clocks.png
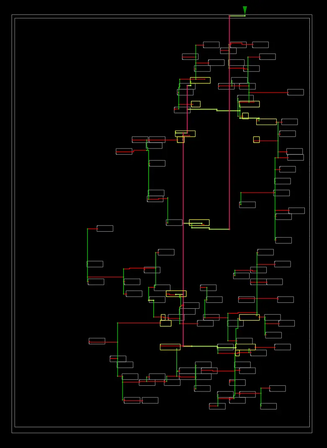
clk_routes.png
Scale bar: 50 um.
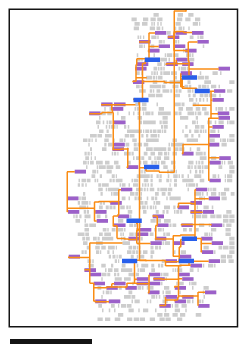
==> src/rtl/fig_pkg.sv <==
// Shared types and helpers for the concentric-ring figure generator.
package fig_pkg;

  typedef enum logic [2:0] {
    IDLE,
    INIT,
    EMIT,
    STEP,
    NEXT_RING,
    DONE
  } fig_state_t;

  // Octant slot offsets: (cx,cy),(cy,cx),(-cy,cx),(-cx,cy),(-cx,-cy),(-cy,-cx),(cy,-cx),(cx,-cy)
  function automatic int slot_dx(input logic [2:0] s, input int cx, input int cy);
    case (s)
      3'd0: return cx;
      3'd1: return cy;
      3'd2: return -cy;
      3'd3: return -cx;
      3'd4: return -cx;
      3'd5: return -cy;
      3'd6: return cy;
      default: return cx;
    endcase
  endfunction

  function automatic int slot_dy(input logic [2:0] s, input int cx, input int cy);
    case (s)
      3'd0: return cy;
      3'd1: return cx;
      3'd2: return cx;
      3'd3: return cy;
      3'd4: return -cy;
      3'd5: return -cx;
      3'd6: return -cx;
      default: return -cy;
    endcase
  endfunction

  function automatic logic [7:0] fade_v(input int k, input int v_step);
    int v;
    v = 255 - k * v_step;
    if (v < 0) return 8'd0;
    if (v > 255) return 8'd255;
    return v[7:0];
  endfunction

endpackage

==> src/rtl/fig_circle_step.sv <==
// Midpoint circle stepper: holds cx, cy and the decision variable d for one ring.
module fig_circle_step #(
  parameter int RW = 5
) (
  input  logic          clock,
  input  logic          reset,
  input  logic          load,
  input  logic          step,
  input  logic [RW-1:0] rad,
  output logic [RW:0]   cx,
  output logic [RW:0]   cy,
  output logic          done,
  output logic          on_axis,
  output logic          on_diag
);

  localparam logic signed [RW+2:0] ONE = 1;

  logic signed [RW+2:0] d;
  logic signed [RW+2:0] d_inc;
  logic signed [RW+2:0] cyn_s;
  logic signed [RW+2:0] cxn_s;
  logic [RW:0]          cy_n;
  logic [RW:0]          cx_n;
  logic                 d_neg;

  // done looks ahead at the post-step values so STEP can branch in its own cycle
  always_comb begin
    d_neg   = d[RW+2];
    cy_n    = cy + 1'b1;
    cx_n    = d_neg ? cx : cx - 1'b1;
    cyn_s   = $signed({2'b00, cy_n});
    cxn_s   = $signed({2'b00, cx_n});
    d_inc   = d_neg ? (cyn_s + cyn_s + ONE)
                    : ((cyn_s - cxn_s) + (cyn_s - cxn_s) + ONE);
    done    = cy_n > cx_n;
    on_axis = (cy == '0);
    on_diag = (cx == cy);
  end

  always_ff @(posedge clock) begin
    if (!reset) begin
      cx <= '0;
      cy <= '0;
      d  <= '0;
    end else if (load) begin
      cx <= {1'b0, rad};
      cy <= '0;
      d  <= ONE - $signed({3'b000, rad});
    end else if (step) begin
      cx <= cx_n;
      cy <= cy_n;
      d  <= d + d_inc;
    end
  end

endmodule

==> src/rtl/fig_ring_gen.sv <==
// Concentric midpoint-circle figure generator with per-ring fade and screen clipping.
module fig_ring_gen
  import fig_pkg::*;
#(
  parameter int XW     = 8,
  parameter int YW     = 9,
  parameter int RW     = 5,
  parameter int X_MAX  = 255,
  parameter int Y_MAX  = 319,
  parameter int RINGS  = 3,
  parameter int V_STEP = 64,
  parameter int SAT    = 255
) (
  input  logic          clock,
  input  logic          reset,
  input  logic [XW-1:0] pt_x,
  input  logic [YW-1:0] pt_y,
  input  logic [7:0]    pt_h,
  input  logic [RW-1:0] pt_r,
  input  logic          pt_req_i,
  output logic          pt_ack_o,
  output logic [XW-1:0] fig_x_o,
  output logic [YW-1:0] fig_y_o,
  output logic [7:0]    fig_h_o,
  output logic [7:0]    fig_s_o,
  output logic [7:0]    fig_v_o,
  output logic          fig_req_o,
  input  logic          fig_ack_i,
  output logic          busy_o
);

  localparam int PW = ((XW > YW) ? XW : YW) + 2;
  localparam logic signed [PW-1:0] X_LIM = PW'(X_MAX);
  localparam logic signed [PW-1:0] Y_LIM = PW'(Y_MAX);

  fig_state_t state, state_next;

  logic [XW-1:0] cap_x;
  logic [YW-1:0] cap_y;
  logic [7:0]    cap_h;
  logic [RW-1:0] cap_r;
  logic [2:0]    ring;
  logic [7:0]    ring_v;
  logic [2:0]    slot;
  logic [RW:0]   cx, cy, rad_sum;
  logic          step_done, on_axis, on_diag;
  logic          ld, stp, issue, accept;
  logic          sparse, center, slot_last, can_issue, visible;
  logic signed [PW-1:0] dx, dy, px, py;

  assign rad_sum = {1'b0, cap_r} + (RW+1)'(ring);
  assign busy_o  = (state != IDLE);

  fig_circle_step #(.RW(RW)) u_step (
    .clock   (clock),
    .reset   (reset),
    .load    (ld),
    .step    (stp),
    .rad     (rad_sum[RW-1:0]),
    .cx      (cx),
    .cy      (cy),
    .done    (step_done),
    .on_axis (on_axis),
    .on_diag (on_diag)
  );

  always_comb begin
    sparse    = on_axis | on_diag;
    center    = (cx == '0);
    if (center)      slot_last = (slot == 3'd0);
    else if (sparse) slot_last = (slot == 3'd6);
    else             slot_last = (slot == 3'd7);
    can_issue = !fig_req_o || fig_ack_i;
    accept    = (state == IDLE) && !pt_ack_o && pt_req_i;
    dx        = PW'(slot_dx(slot, int'(cx), int'(cy)));
    dy        = PW'(slot_dy(slot, int'(cx), int'(cy)));
    px        = $signed(PW'(cap_x)) + dx;
    py        = $signed(PW'(cap_y)) + dy;
    visible   = !px[PW-1] && (px <= X_LIM) && !py[PW-1] && (py <= Y_LIM);
  end

  // Transitions into DONE wait for the last pixel to drain so DONE always shows fig_req_o=0
  always_comb begin
    state_next = state;
    ld         = 1'b0;
    stp        = 1'b0;
    issue      = 1'b0;
    case (state)
      IDLE:      if (pt_ack_o) state_next = INIT;
      INIT: begin
        if (rad_sum[RW]) begin
          if (can_issue) state_next = DONE;
        end else begin
          ld         = 1'b1;
          state_next = EMIT;
        end
      end
      EMIT: begin
        if (can_issue) begin
          issue = 1'b1;
          if (slot_last) state_next = center ? NEXT_RING : STEP;
        end
      end
      STEP: begin
        stp        = 1'b1;
        state_next = step_done ? NEXT_RING : EMIT;
      end
      NEXT_RING: begin
        if (int'(ring) + 1 < RINGS) state_next = INIT;
        else if (can_issue)         state_next = DONE;
      end
      DONE:      state_next = IDLE;
      default:   state_next = IDLE;
    endcase
  end

  always_ff @(posedge clock) begin
    if (!reset) begin
      state     <= IDLE;
      pt_ack_o  <= 1'b0;
      cap_x     <= '0;
      cap_y     <= '0;
      cap_h     <= '0;
      cap_r     <= '0;
      ring      <= '0;
      ring_v    <= '0;
      slot      <= '0;
      fig_x_o   <= '0;
      fig_y_o   <= '0;
      fig_h_o   <= '0;
      fig_s_o   <= '0;
      fig_v_o   <= '0;
      fig_req_o <= 1'b0;
    end else begin
      state    <= state_next;
      pt_ack_o <= accept;
      if (accept) begin
        cap_x <= pt_x;
        cap_y <= pt_y;
        cap_h <= pt_h;
        cap_r <= pt_r;
        ring  <= '0;
      end
      if (state == NEXT_RING && state_next == INIT) ring <= ring + 3'd1;
      if (ld) ring_v <= fade_v(int'(ring), V_STEP);
      if (ld || stp) slot <= '0;
      if (issue) begin
        slot <= slot + (sparse ? 3'd2 : 3'd1);
        if (visible) begin
          fig_x_o   <= px[XW-1:0];
          fig_y_o   <= py[YW-1:0];
          fig_h_o   <= cap_h;
          fig_s_o   <= 8'(SAT);
          fig_v_o   <= ring_v;
          fig_req_o <= 1'b1;
        end else begin
          fig_req_o <= 1'b0;
        end
      end else if (fig_req_o && fig_ack_i) begin
        fig_req_o <= 1'b0;
      end
    end
  end

endmodule

==> config.mk <==
export PLATFORM = sky130hd
export DESIGN_NAME = fig_ring_gen
export DESIGN_NICKNAME = d
export VERILOG_FILES = /design/src/rtl/fig_pkg.sv /design/src/rtl/fig_circle_step.sv /design/src/rtl/fig_ring_gen.sv
export SDC_FILE = /design/constraint.sdc
export NUM_CORES = 1
export LEC_CHECK = 0
export CAP_MARGIN = 20
export CORE_ASPECT_RATIO = 1.4
export CORE_UTILIZATION = 25
export DETAILED_ROUTE_END_ITERATION = 6
export MAX_ROUTING_LAYER = met4
export PLACE_DENSITY = 0.54
export SLEW_MARGIN = 10
export SYNTH_ARGS = -nofsm -noshare
export SYNTH_HDL_FRONTEND = slang
export SYNTH_SLANG_ARGS = --single-unit
==> constraint.sdc <==
create_clock -name clock -period 4.96 [get_ports clock]
set_input_delay 0.992 -clock clock [delete_from_list [all_inputs] [get_ports clock]]
set_output_delay 0.992 -clock clock [all_outputs]
set_load 0.05 [all_outputs]
==> run_summary.xml <==
<?xml version="1.0" encoding="UTF-8"?>
<metrics>
  <group name="detailed_routing">
    <metric name="detail-route-antenna-nets" unit="">0</metric>
    <metric name="route.vias.total" unit="">5457</metric>
    <metric name="wirelength" unit="mm">16.1</metric>
    <metric name="drt_iter0_markers" unit="">234</metric>
  </group>
  <group name="layout">
    <metric name="area.share.combinational" unit="%">54.1</metric>
    <metric name="area.share.sequential" unit="%">24.3</metric>
    <metric name="sequential_cell_area" unit="um2">1860</metric>
    <metric name="fill_cells" unit="">2742</metric>
    <metric name="layoutNonFillerInstCount" unit="">1155</metric>
    <metric name="layout.cell_area.non_filler" unit="um2">7650</metric>
    <metric name="multi_input_comb_cells" unit="">612</metric>
    <metric name="dominant_cells" unit="">combinational gates</metric>
    <metric name="multiInputGateArea" unit="um2">4140</metric>
    <metric name="drive_above_1_share" unit="%">5.74</metric>
    <metric name="utilization" unit="%">30.1</metric>
    <metric name="mostFrequentLayoutCells" unit="">nand2_1 (161), dfxtp_1 (93), clkdlybuf4s50_1 (76)</metric>
    <metric name="clockNetworkAreaShare" unit="%">3.71</metric>
    <metric name="final-nonclk-buf-share" unit="%">11.2</metric>
    <metric name="final.signal_buffer_count" unit="">87</metric>
  </group>
  <group name="hold_path">
    <metric name="hold-path-endpoint" unit="">fig_y_o[4]$_SDFFE_PN0P_</metric>
    <metric name="hold_path.class" unit="">flop to flop</metric>
  </group>
  <group name="yosys">
    <metric name="netlist_instances" unit="">795</metric>
    <metric name="synthDominantAreaCellType" unit="">dfxtp_1</metric>
    <metric name="avgSynthCellArea" unit="um2">8.11</metric>
    <metric name="edf_count" unit="">0</metric>
    <metric name="yosysMostFrequentCell" unit="">nand2_1</metric>
    <metric name="netlist_top_cells_area" unit="">dfxtp_1 (29%), nand2_1 (9.4%), ha_1 (7.4%)</metric>
    <metric name="post_synth_instance_area" unit="um2">6450</metric>
    <metric name="postSynthRegisterBits" unit="">93</metric>
    <metric name="post_synth_num_cell_types" unit="">67</metric>
    <metric name="yosysChipArea" unit="um2">6450</metric>
    <metric name="top_cell_types_by_occurrence_after_synthesis" unit="">nand2_1 (161), dfxtp_1 (93), nor2_1 (42)</metric>
    <metric name="synth.top_cell.area_share" unit="%">28.9</metric>
    <metric name="floorplan.nets" unit="">873</metric>
    <metric name="synth-cells-yosys" unit="">795</metric>
  </group>
  <group name="timing">
    <metric name="fin_ws" unit="ps">461</metric>
    <metric name="timing.final.crit_share" unit="%">90.7</metric>
    <metric name="drv_slew" unit="">0</metric>
    <metric name="grt_setup_unrepaired" unit="">no</metric>
    <metric name="final-setup-viol-count" unit="">0</metric>
    <metric name="fmax" unit="MHz">222</metric>
    <metric name="worst_slew_margin_rel" unit="%">31.0</metric>
    <metric name="final.hold.worst_slack" unit="ps">457</metric>
  </group>
  <group name="clock_tree">
    <metric name="cts_root_buf" unit="">clkbuf_16</metric>
    <metric name="clock_slew_at_reported_path_ffs" unit="ps">70</metric>
    <metric name="cts_hold_buf" unit="">0</metric>
    <metric name="cts_resized" unit="">0</metric>
    <metric name="cts_setup_buffers" unit="">0</metric>
    <metric name="cts_tree" unit="">built</metric>
    <metric name="cts_buffer_depth" unit="">2</metric>
    <metric name="numCtsBuffers" unit="">9</metric>
  </group>
  <group name="pwr">
    <metric name="peakVddDrop" unit="V">0.000151</metric>
    <metric name="power.sequential.fraction" unit="%">43.4</metric>
    <metric name="power_density" unit="nW/um2">244</metric>
    <metric name="totalPowerFinal" unit="mW">1.86</metric>
    <metric name="pg_seq" unit="mW">0.808</metric>
    <metric name="intPower" unit="mW">1.30</metric>
    <metric name="pwr.group.combinational" unit="mW">0.389</metric>
  </group>
  <group name="critical_path">
    <metric name="timing.critical_path.cells" unit="">inv_1 &gt; ha_1 &gt; a221oi_1 &gt; nor2_1 &gt; a21oi_1 &gt; o21ai_0 &gt; nand2_1 &gt; o221ai_1 &gt; fa_1 &gt; a211oi_1 &gt; o21bai_1 &gt; o311a_1 &gt; nor4_1 &gt; a31oi_1 &gt; a311oi_2 &gt; and2_2 &gt; buf_12 &gt; mux2i_1</metric>
    <metric name="critical_path.reg2reg.endpoint" unit="">fig_h_o[1]$_SDFFE_PN0P_</metric>
    <metric name="critPathMaxStageDelay" unit="ps">530</metric>
    <metric name="critical_path.reg2reg.startpoint" unit="">u_step.cx[1]$_SDFFE_PN0P_</metric>
    <metric name="cp.buffers_inverters" unit="">2</metric>
    <metric name="reg2reg_slack" unit="ps">460</metric>
    <metric name="crit_arrival" unit="ps">4770</metric>
    <metric name="cell_family_with_most_cp_delay" unit="">AND-OR/OR-AND gates</metric>
    <metric name="critPathRequiredTime" unit="ps">5230</metric>
    <metric name="slowest_stage_cell_crit_path" unit="">fa_1</metric>
  </group>
  <group name="floorplanning">
    <metric name="floorplan.core_util" unit="%">25.4</metric>
    <metric name="io_pins" unit="">78</metric>
    <metric name="tapcells_inserted" unit="">319</metric>
    <metric name="dieWidth" unit="um">138</metric>
    <metric name="core_box_area" unit="um2">25400</metric>
    <metric name="rows" unit="">69</metric>
    <metric name="die-area" unit="um2">26400</metric>
  </group>
  <group name="place">
    <metric name="place.gp.congestion" unit="">0.847</metric>
    <metric name="dp_slack" unit="ps">500</metric>
  </group>
  <group name="global_route">
    <metric name="grt_usage" unit="%">13.1</metric>
    <metric name="number_of_antenna_violations_at_the_first_check_in_global_routing" unit="">0</metric>
    <metric name="grt_start_max_net_pins" unit="">112</metric>
    <metric name="vias_in_the_first_global_route" unit="">5388</metric>
  </group>
  <group name="outcome">
    <metric name="run_status" unit="">completed</metric>
  </group>
  <group name="run">
    <metric name="openroad.warnings" unit="">29</metric>
  </group>
</metrics>
-- clocks.png (at the start) --
FF+latch count: 93
later-pin clock latency in the skew report: 350 ps

-- clk_routes.png (at the start) --
legend:
  clock drivers:
    colour: blue
    count: 9
  flip-flops:
    colour: purple
    count: 93
  clock wires:
    colour: orange
    length: 1,320 um
routed clock nets: 10

-- per-layer routing --
layer	track usage [%]	part of all wire [%]	up-vias	routed length, um
li1	-	-	2800	-
met1	14.3	43	2538	6970
met2	23.2	51	90	8180
met3	1.69	2.5	29	405
met4	6.52	3.3	0	530
met5	-	0	-	0
-- registers in the layout, summed over array words and instances, names as in the netlist --
name       count
cap_h          8
cap_r          5
cap_x          8
cap_y          9
fig_h_o        8
fig_req_o      1
fig_s_o        1
fig_v_o        3
fig_x_o        8
fig_y_o        9
pt_ack_o       1
ring           3
ring_v         3
slot           3
state          3
u_step.cx      6
u_step.cy      6
u_step.d       8
-- how the worst max path moves through the flow --
stage	start	end	slack [ps]	depth (start not counted)
final	u_step.cx[1]$_SDFFE_PN0P_	fig_h_o[1]$_SDFFE_PN0P_	460	18
after global routing	u_step.cx[1]$_SDFFE_PN0P_	fig_h_o[2]$_SDFFE_PN0P_	140	18
after CTS	u_step.cx[1]$_SDFFE_PN0P_	fig_h_o[1]$_SDFFE_PN0P_	470	18
after detailed placement	u_step.cx[0]$_SDFFE_PN0P_	fig_h_o[1]$_SDFFE_PN0P_	500	18
after global placement	u_step.cx[1]$_SDFFE_PN0P_	fig_h_o[3]$_SDFFE_PN0P_	640	18
after floorplan	slot[2]$_SDFFE_PN0P_	fig_y_o[2]$_SDFFE_PN0P_	870	18
-- cell families after synthesis --
| group | Yosys count | synth area share [%] |
|---|---|---|
| AND/OR/NAND/NOR | 299 | 21.3 |
| AND-OR/OR-AND | 170 | 18.1 |
| flip-flops | 93 | 28.9 |
| buffers and inverters | 90 | 7.01 |
| XOR/XNOR | 60 | 8.15 |
| adder cells (fa/ha/maj) | 44 | 9.24 |
| multiplexers | 39 | 7.24 |
Power figures rest on the tool's default switching activity, not on a simulated workload.
